**Pin placement**

The bar under the picture is 50 µm long. Pins as bars across the die edge, other pins in grey.
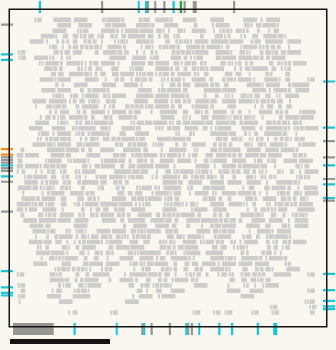
**Wire density map**

32 x 32 tiles, from white (low) to dark blue (high), scaled to the fullest tile. Values are wire area over tile area, all layers added.
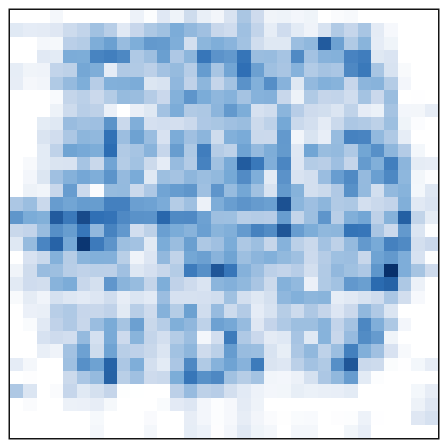
**Zoomed window**

The bar under the picture is 5 µm long. Region (69, 101) to (89, 121) µm. Cells in grey, sequential cells in the stronger grey; small squares are vias.
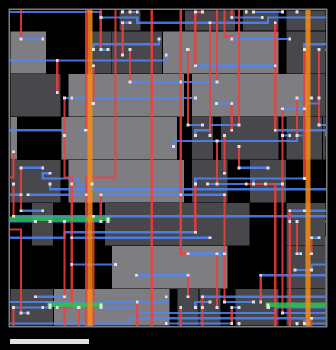
**Gate families picked out**

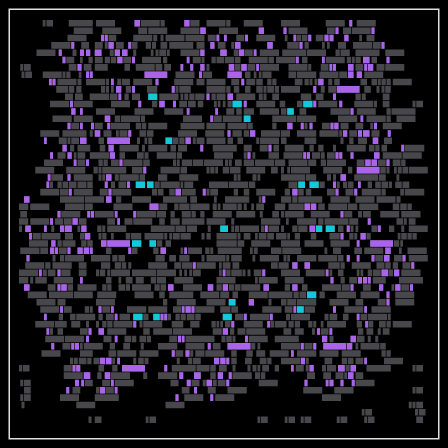
**Clock routing**

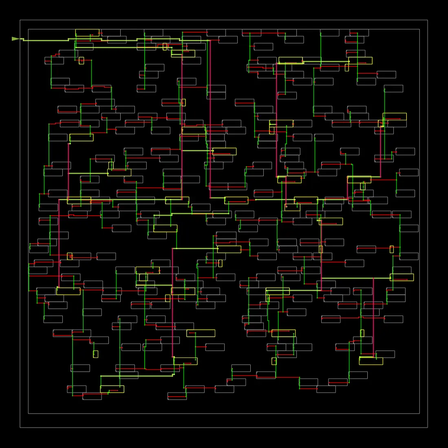
$ cat src/rtl/avalon_input_port_pkg.sv
// Shared register map and sizing helpers for the Avalon-MM input port.
// Imported by the debounce cell and the top-level register file.
package avalon_input_port_pkg;

  localparam logic [1:0] ADDR_DATA = 2'd0;
  localparam logic [1:0] ADDR_MASK = 2'd1;
  localparam logic [1:0] ADDR_EDGE = 2'd2;
  localparam logic [1:0] ADDR_RAW  = 2'd3;

  typedef enum logic [1:0] {
    REG_DATA = ADDR_DATA,
    REG_MASK = ADDR_MASK,
    REG_EDGE = ADDR_EDGE,
    REG_RAW  = ADDR_RAW
  } reg_addr_e;

  function automatic int unsigned cnt_width(int unsigned n);
    return (n > 1) ? $clog2(n) : 1;
  endfunction

endpackage

$ cat src/rtl/avalon_input_port_debounce.sv
// One input bit: 2-flop synchronizer, hold counter and stable flop.
// The rise/fall strobes fire on the edge where stable changes.
module debounce_bit
  import avalon_input_port_pkg::*;
#(
  parameter int unsigned DEBOUNCE_CYCLES = 500000,
  parameter bit          IDLE_LEVEL      = 1'b0
) (
  input  logic i_clk,
  input  logic i_reset,
  input  logic i_pin,
  output logic o_sync,
  output logic o_stable,
  output logic o_rise,
  output logic o_fall
);

  localparam int unsigned CW = cnt_width(DEBOUNCE_CYCLES);
  localparam logic [CW-1:0] LAST = CW'(DEBOUNCE_CYCLES - 1);

  logic          r_meta;
  logic          r_sync;
  logic          r_stable;
  logic [CW-1:0] r_cnt;
  logic          w_diff;
  logic          w_take;

  assign w_diff = r_sync ^ r_stable;
  assign w_take = w_diff && (r_cnt == LAST);

  always_ff @(posedge i_clk) begin
    if (i_reset) begin
      r_meta   <= IDLE_LEVEL;
      r_sync   <= IDLE_LEVEL;
      r_stable <= IDLE_LEVEL;
      r_cnt    <= '0;
    end else begin
      r_meta <= i_pin;
      r_sync <= r_meta;
      if (!w_diff || w_take)
        r_cnt <= '0;
      else
        r_cnt <= r_cnt + CW'(1);
      if (w_take)
        r_stable <= r_sync;
    end
  end

  assign o_sync   = r_sync;
  assign o_stable = r_stable;
  assign o_rise   = w_take &  r_sync;
  assign o_fall   = w_take & ~r_sync;

endmodule

$ cat src/rtl/avalon_input_port.sv
// Avalon-MM input peripheral: debounced levels, edge capture and a
// maskable level interrupt for switches and keys.
module avalon_input_port
  import avalon_input_port_pkg::*;
#(
  parameter int          WIDTH           = 10,
  parameter int unsigned DEBOUNCE_CYCLES = 500000,
  parameter bit          CAPTURE_FALLING = 1'b0,
  parameter bit          IDLE_LEVEL      = 1'b0
) (
  input  logic             clk,
  input  logic             reset,
  input  logic [WIDTH-1:0] pins,
  input  logic [1:0]       address,
  input  logic             chipselect,
  input  logic             read,
  input  logic             write,
  input  logic [31:0]      writedata,
  output logic [31:0]      readdata,
  output logic             irq
);

  logic [WIDTH-1:0] w_sync;
  logic [WIDTH-1:0] w_stable;
  logic [WIDTH-1:0] w_rise;
  logic [WIDTH-1:0] w_fall;
  logic [WIDTH-1:0] w_hit;
  logic [WIDTH-1:0] w_clr;
  logic [WIDTH-1:0] r_mask;
  logic [WIDTH-1:0] r_edge;
  logic [31:0]      r_readdata;
  logic [31:0]      w_rdata;
  logic             w_rd;
  logic             w_wr;
  logic             w_unused;
  reg_addr_e        w_addr;

  for (genvar i = 0; i < WIDTH; i++) begin : g_db
    debounce_bit #(
      .DEBOUNCE_CYCLES(DEBOUNCE_CYCLES),
      .IDLE_LEVEL     (IDLE_LEVEL)
    ) u_db (
      .i_clk   (clk),
      .i_reset (reset),
      .i_pin   (pins[i]),
      .o_sync  (w_sync[i]),
      .o_stable(w_stable[i]),
      .o_rise  (w_rise[i]),
      .o_fall  (w_fall[i])
    );
  end

  assign w_addr   = reg_addr_e'(address);
  assign w_rd     = chipselect & read;
  assign w_wr     = chipselect & write;
  assign w_hit    = CAPTURE_FALLING ? w_fall : w_rise;
  assign w_unused = ^writedata;

  always_comb begin
    w_clr = '0;
    if (w_wr && w_addr == REG_EDGE)
      w_clr = writedata[WIDTH-1:0];
  end

  always_comb begin
    w_rdata = '0;
    unique case (w_addr)
      REG_DATA: w_rdata = 32'(w_stable);
      REG_MASK: w_rdata = 32'(r_mask);
      REG_EDGE: w_rdata = 32'(r_edge);
      REG_RAW:  w_rdata = 32'(w_sync);
      default:  w_rdata = '0;
    endcase
  end

  // A new edge wins over a simultaneous write-1-to-clear.
  always_ff @(posedge clk) begin
    if (reset) begin
      r_mask     <= '0;
      r_edge     <= '0;
      r_readdata <= '0;
    end else begin
      if (w_rd)
        r_readdata <= w_rdata;
      if (w_wr && w_addr == REG_MASK)
        r_mask <= writedata[WIDTH-1:0];
      r_edge <= (r_edge & ~w_clr) | w_hit;
    end
  end

  assign readdata = r_readdata;
  assign irq      = |(r_edge & r_mask);

endmodule

$ cat config.mk
export PLATFORM = sky130hd
export DESIGN_NAME = avalon_input_port
export DESIGN_NICKNAME = d
export VERILOG_FILES = /design/src/rtl/avalon_input_port_pkg.sv /design/src/rtl/avalon_input_port_debounce.sv /design/src/rtl/avalon_input_port.sv
export SDC_FILE = /design/constraint.sdc
export NUM_CORES = 1
export LEC_CHECK = 0
export CORE_MARGIN = 3
export CORE_UTILIZATION = 50
export CTS_BUF_LIST = sky130_fd_sc_hd__clkbuf_16
export CTS_CLUSTER_DIAMETER = 100
export DETAILED_ROUTE_END_ITERATION = 6
export DONT_BUFFER_PORTS = 1
export GPL_TIMING_DRIVEN = 0
export PLACE_DENSITY_LB_ADDON = 0.2
export SLEW_MARGIN = 20
export SYNTH_ARGS = -nofsm -noshare
export SYNTH_HDL_FRONTEND = slang
export SYNTH_HIERARCHICAL = 1
export SYNTH_SLANG_ARGS = --single-unit
export TNS_END_PERCENT = 100
$ cat constraint.sdc
create_clock -name clk -period 2.1 [get_ports clk]
set_input_delay 0.42 -clock clk [delete_from_list [all_inputs] [get_ports clk]]
set_output_delay 0.42 -clock clk [all_outputs]
set_load 0.03 [all_outputs]
==> results.toml <==
# flow metrics
[critical_path]
regToRegEndpoint = "g_db[7].u_db/r_cnt[18]"
cp_max_fo = 2
r2r-start = "g_db[7].u_db/r_cnt[0]"
cp.required_ns = 1.68

[placement]
post_dp_cell_area_um2 = 12100
place_inst = 1646
place_hpwl_um = 15900

[power_and_ir_drop]
irDropWorstVdd_uv = 589
combinationalPower_w = 0.000288

[sta]
slew_headroom = 0.590
finalHoldViolCount = 0
setup_slack_ns = -0.0365
setup-violations-final = 1

[synthesis]
syn_inst = 1312

[cells_and_area]
layout.cells.most_common = "dfxtp_1"
nets = 1444
finalInstanceArea_um2 = 13300

[clock_network]
hold_buffers = 16
cts.sinks = 250

[outcome]
violations = "setup timing"
outcome = "finished, violations left"

[routing]
dr_wl_met2_um = 10800
ant_nets = 0

[floorplanning]
fp.coreArea_um2 = 22800

[hold_path]
min_to = "g_db[0].u_db/r_meta"
## Picture notes: 'pin placement'
[green] irq | pins: 1 | direction: output | edge: top
[cyan] readdata | pins: 32 | direction: output | edge: 10 right, 10 bottom, 8 left, 4 top
[orange] address | pins: 2 | direction: input | edge: left
Die Span Y: 159 µm
Port Buffer Count: 0

## Picture notes: 'wire density map'
tiles over half the peak: 16%
nearly empty tiles: 15%
mean over tiles: 0.15
densest ninth of the die: centre
routed len/inst: 13.8 µm
total track usage: 0.188
drt total wl: 23,600 µm

## Picture notes: 'zoomed window'
[orange] met4
[blue] met1
[green] met3
[red] met2
most frequent: dfxtp_1 (7), nor2_1 (4), nand2b_1 (3)
netlist names of flops here include: g_db.u_db/r_cnt (2)
sequential cells in the window: 7
cells with their middle in the window: 26

## Picture notes: 'gate families picked out'
[cyan] AND-OR and OR-AND gates | cells: 21
[purple] NOR gates | cells: 321 | most used: nor2_1 | where: widely spread
logic share of the area: 0.463
non-filler cells, final: 1,717

## Picture notes: 'clock routing'
worst skew pair latency: 0.54 ns
clock buf count: 28
Layout Skew: 0.0180 ns
registers: 250

==> cell type report <==
| type | instances | area [µm²] |
|---|---|---|
| Clock buffer | 28 | 701 |
| Fill cell | 2038 | 9460 |
| Sequential cell | 250 | 5010 |
| Multi-Input combinational cell | 982 | 6170 |
| Inverter | 51 | 191 |
| Antenna cell | 1 | 2.50 |
| Buffer | 50 | 524 |
| Clock inverter | 20 | 130 |
| Timing Repair Buffer | 22 | 200 |
| Tap cell | 313 | 392 |
==> critical path, cell delays in order (launching register included) <==
cell      delay [ns]
dfxtp_2         0.32
a22o_1          0.23
a221oi_2        0.19
nand4_1         0.45
